**Met2 routing**

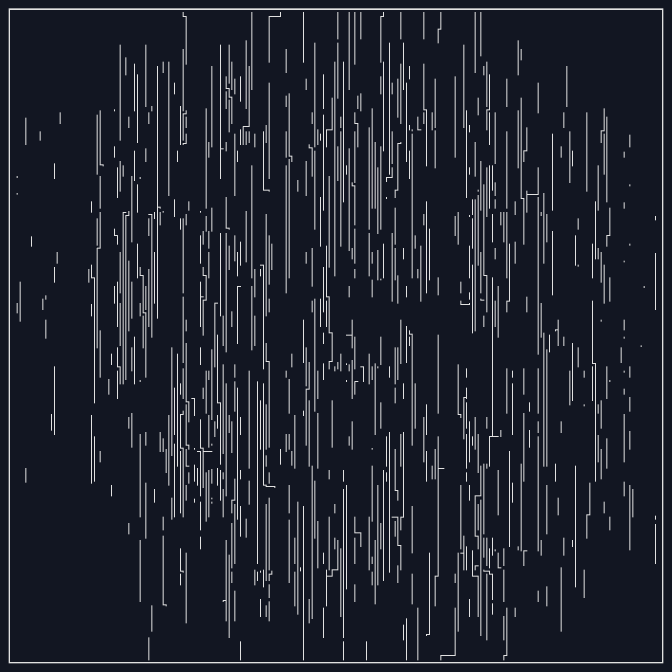
**Logic cells by family**

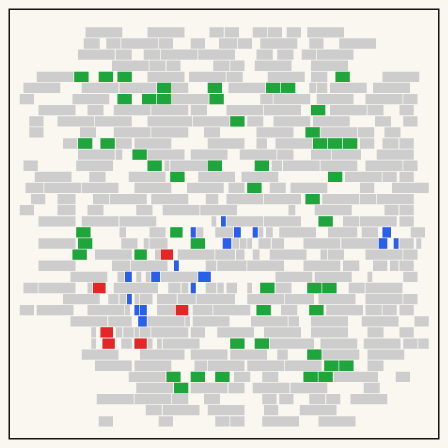
**Metal layers overlaid**

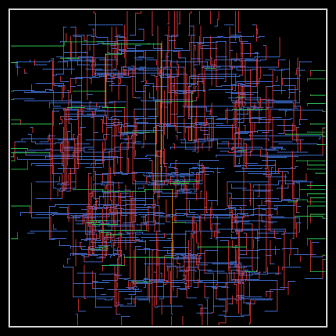
**Cell area per tile**

The die is cut into 10 by 10 equal tiles; white is low, dark blue is high, 0 to 100% covered.
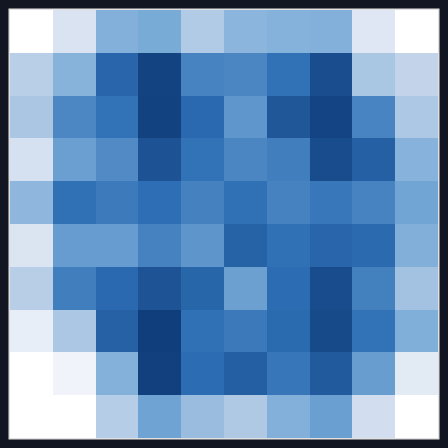
===== config.mk =====
export PLATFORM = sky130hd
export DESIGN_NAME = led_display_rx_phy
export DESIGN_NICKNAME = d
export VERILOG_FILES = /design/src/rtl/led_display_pkg.sv /design/src/rtl/led_display_sync_edge.sv /design/src/rtl/led_display_rx_phy.sv
export SDC_FILE = /design/constraint.sdc
export NUM_CORES = 1
export LEC_CHECK = 0
export CORE_MARGIN = 2
export CORE_UTILIZATION = 48
export CTS_CLUSTER_DIAMETER = 200
export CTS_CLUSTER_SIZE = 40
export DETAILED_ROUTE_END_ITERATION = 6
export PLACE_DENSITY = 0.69
export SYNTH_ARGS = -nofsm -noshare
export SYNTH_HDL_FRONTEND = slang
export SYNTH_SLANG_ARGS = --single-unit

===== constraint.sdc =====
create_clock -name clk_in -period 2.3 [get_ports clk_in]
set_clock_uncertainty 0.2 [all_clocks]
set_input_delay 0.345 -clock clk_in [delete_from_list [all_inputs] [get_ports clk_in]]
set_output_delay 0.345 -clock clk_in [all_outputs]
set_load 0.05 [all_outputs]

===== src/rtl/led_display_pkg.sv =====
// Shared types and constants for the LED matrix serial link receive path.
package led_display_pkg;

  typedef enum logic {
    SS_IDLE  = 1'b0,
    SS_SHIFT = 1'b1
  } state_t;

  localparam int unsigned R_LSB            = 0;
  localparam int unsigned G_LSB            = 8;
  localparam int unsigned B_LSB            = 16;
  localparam int unsigned PIXEL_W          = 24;
  localparam int unsigned BITS_PER_CHANNEL = 8;

  function automatic int unsigned bit_period_cycles(input int unsigned sys_clk_freq,
                                                    input int unsigned write_freq);
    return sys_clk_freq / write_freq;
  endfunction

endpackage


===== src/rtl/led_display_sync_edge.sv =====
// Two-flop synchroniser for a bundle of lines; bit 0 is the clock line and gets a rising-edge detect.
module led_display_sync_edge #(
  parameter int unsigned WIDTH = 7
) (
  input  logic             clk,
  input  logic             rst_n,
  input  logic [WIDTH-1:0] d,
  output logic [WIDTH-1:0] q,
  output logic             rise
);

  logic [WIDTH-1:0] meta;
  logic             prev;

  always_ff @(posedge clk or negedge rst_n) begin
    if (!rst_n) begin
      meta <= '0;
      q    <= '0;
      prev <= 1'b0;
    end else begin
      meta <= d;
      q    <= meta;
      prev <= q[0];
    end
  end

  assign rise = q[0] & ~prev;

endmodule


===== src/rtl/led_display_rx_phy.sv =====
// Deserialiser for the LED matrix serial link: rebuilds top/bottom 24-bit pixels from six serial lines.
module led_display_rx_phy
  import led_display_pkg::*;
#(
  parameter int unsigned WRITE_FREQ      = 1_000_000,
  parameter int unsigned SYS_CLK_FREQ    = 100_000_000,
  parameter int unsigned TIMEOUT_PERIODS = 4
) (
  input  logic                 clk_in,
  input  logic                 n_reset_in,
  input  logic                 enable_in,
  input  logic                 bit_clk_in,
  input  logic [2:0]           rgb_top_in,
  input  logic [2:0]           rgb_bot_in,
  output logic [PIXEL_W-1:0]   pixel_top_out,
  output logic [PIXEL_W-1:0]   pixel_bot_out,
  output logic                 pixel_valid_out,
  input  logic                 pixel_ready_in,
  output logic                 overrun_out,
  output logic                 timeout_out
);

  localparam int unsigned TIMEOUT_CYCLES = TIMEOUT_PERIODS * bit_period_cycles(SYS_CLK_FREQ, WRITE_FREQ);
  localparam int unsigned TW             = $clog2(TIMEOUT_CYCLES + 1);
  localparam int unsigned CW             = $clog2(BITS_PER_CHANNEL + 1);

  logic [6:0]                        sync_q;
  logic                              rise;
  logic [5:0]                        data_s;
  logic [5:0][BITS_PER_CHANNEL-1:0]  shreg;
  state_t                            state;
  logic [CW-1:0]                     bit_cnt;
  logic [TW-1:0]                     tmo_cnt;
  logic                              complete;
  logic [PIXEL_W-1:0]                pix_top;
  logic [PIXEL_W-1:0]                pix_bot;

  // Clock and data share one synchroniser so sampled bits stay aligned with the detected edge.
  led_display_sync_edge #(.WIDTH(7)) u_sync (
    .clk   (clk_in),
    .rst_n (n_reset_in),
    .d     ({rgb_bot_in, rgb_top_in, bit_clk_in}),
    .q     (sync_q),
    .rise  (rise)
  );

  assign data_s = sync_q[6:1];

  always_ff @(posedge clk_in or negedge n_reset_in) begin
    if (!n_reset_in) begin
      state       <= SS_IDLE;
      bit_cnt     <= '0;
      tmo_cnt     <= '0;
      shreg       <= '0;
      complete    <= 1'b0;
      timeout_out <= 1'b0;
    end else begin
      complete    <= 1'b0;
      timeout_out <= 1'b0;
      if (!enable_in) begin
        state   <= SS_IDLE;
        bit_cnt <= '0;
        tmo_cnt <= '0;
        shreg   <= '0;
      end else begin
        case (state)
          SS_IDLE: begin
            if (rise) begin
              for (int unsigned c = 0; c < 6; c++) shreg[c] <= {shreg[c][6:0], data_s[c]};
              bit_cnt <= CW'(1);
              tmo_cnt <= '0;
              state   <= SS_SHIFT;
            end
          end
          SS_SHIFT: begin
            if (rise) begin
              for (int unsigned c = 0; c < 6; c++) shreg[c] <= {shreg[c][6:0], data_s[c]};
              tmo_cnt <= '0;
              if (bit_cnt == CW'(BITS_PER_CHANNEL - 1)) begin
                bit_cnt  <= '0;
                complete <= 1'b1;
                state    <= SS_IDLE;
              end else begin
                bit_cnt <= bit_cnt + 1'b1;
              end
            end else if (tmo_cnt == TW'(TIMEOUT_CYCLES)) begin
              shreg       <= '0;
              bit_cnt     <= '0;
              tmo_cnt     <= '0;
              timeout_out <= 1'b1;
              state       <= SS_IDLE;
            end else begin
              tmo_cnt <= tmo_cnt + 1'b1;
            end
          end
          default: state <= SS_IDLE;
        endcase
      end
    end
  end

  always_comb begin
    pix_top = '0;
    pix_bot = '0;
    pix_top[R_LSB +: BITS_PER_CHANNEL] = shreg[0];
    pix_top[G_LSB +: BITS_PER_CHANNEL] = shreg[1];
    pix_top[B_LSB +: BITS_PER_CHANNEL] = shreg[2];
    pix_bot[R_LSB +: BITS_PER_CHANNEL] = shreg[3];
    pix_bot[G_LSB +: BITS_PER_CHANNEL] = shreg[4];
    pix_bot[B_LSB +: BITS_PER_CHANNEL] = shreg[5];
  end

  // Shift registers are untouched in the cycle after completion, so the output stage loads from them directly.
  always_ff @(posedge clk_in or negedge n_reset_in) begin
    if (!n_reset_in) begin
      pixel_top_out   <= '0;
      pixel_bot_out   <= '0;
      pixel_valid_out <= 1'b0;
      overrun_out     <= 1'b0;
    end else begin
      if (complete) begin
        if (!pixel_valid_out || pixel_ready_in) begin
          pixel_top_out   <= pix_top;
          pixel_bot_out   <= pix_bot;
          pixel_valid_out <= 1'b1;
        end else begin
          overrun_out <= 1'b1;
        end
      end else if (pixel_ready_in) begin
        pixel_valid_out <= 1'b0;
      end
      if (!enable_in) overrun_out <= 1'b0;
    end
  end

endmodule


==> impl_metrics.json <==
{
  "status": "completed",
  "logic_gate_count": 164,
  "synth.area.top_cells": "dfrtp_1 66%, mux2_2 11%, a32o_1 10%",
  "die_h_um": 104.8,
  "die_area_sq_mm": 0.01097,
  "logic_family": "AND-OR/OR-AND gates",
  "num_io_pins": 62,
  "path_depth": 1,
  "hold_ws_ns": 0.06342,
  "antenna_cells": 0,
  "setup_viol": 0,
  "warning_count": 27,
  "critPathLaunchType": "flop",
  "rr_worst_depth": 6,
  "final_core_util": 0.6431,
  "clkTransAtPathRegs_ns": 0.06,
  "synth.avg_cell_area_sq_um": 15.09,
  "clockBufferDepth": 2,
  "buffers": 73,
  "grt-busiest-layer": "met1",
  "cts_tree": "built",
  "synth.area.mux_share": 0.1132,
  "dpl.hpwl_um": 5542,
  "rsz0062_at_grt": "no",
  "syn-cell-area_sq_mm": 0.004873,
  "dr.first_iter.drc_count": 184,
  "reg2reg_to": "tmo_cnt[7]",
  "layout_min_cycle_time_ns": 2.246,
  "fin_crit_sh": 0.9767,
  "endpoint": "pixel_top_out[15]",
  "worst_path_largest_cell_delay_ns": 0.82,
  "crit_required_ns": 1.75,
  "rows": 36,
  "fp_nets": 337,
  "grt_pass1_vias": 2973,
  "highest_layer": "met4",
  "num-nets-final": 406,
  "lay_top_count": "dfrtp_1",
  "p_clk_w": 0.00285,
  "ys_sh_simple": 0.04056,
  "startpoint": "pixel_top_out[15]",
  "postCtsSetupBuffers": 0,
  "fin_ws_ns": 0.05350,
  "viasPerCell": 5.543,
  "final_cells": 538,
  "io_buffers": 61,
  "crit_slowest_cell": "clkdlybuf4s50_1",
  "comb_share": 0.2374,
  "cp.arrival_ns": 1.70,
  "crit_fanout": 2,
  "wl_per_cell_um": 16.54,
  "top_power_group": "the clock network",
  "xor_area_frac": 0.01078,
  "inv_count": 7,
  "p_clk_frac": 0.535,
  "areaGrowthSynthToFinish_pct": 29.58
}
-- 'met2 routing' (at the start) --
nets with wire on the layer = 377
longest straight run = 40.5 um
share of all routed wire = 47%
met2 Usage GRT: 0.2495
DR vias: 2,982
Routed WL: 8899 um

-- 'logic cells by family' (at the start) --
red -> xor and xnor cells  # cells 6, most used xnor2_1, where lower left
green -> non-inverting ao/oa cells  # cells 51, most used a32o_1
blue -> nand cells  # cells 17, most used nand2_1

-- 'metal layers overlaid' (at the start) --
green -> M3  # wire length 481 um
orange -> M4  # wire length 131 um
blue -> M1  # wire length 4,110 um
red -> M2  # wire length 4,170 um

-- 'cell area per tile' (at the start) --
tiles over 75% full = 26%
nearly empty tiles = 6.0%
fullest tile = 94%

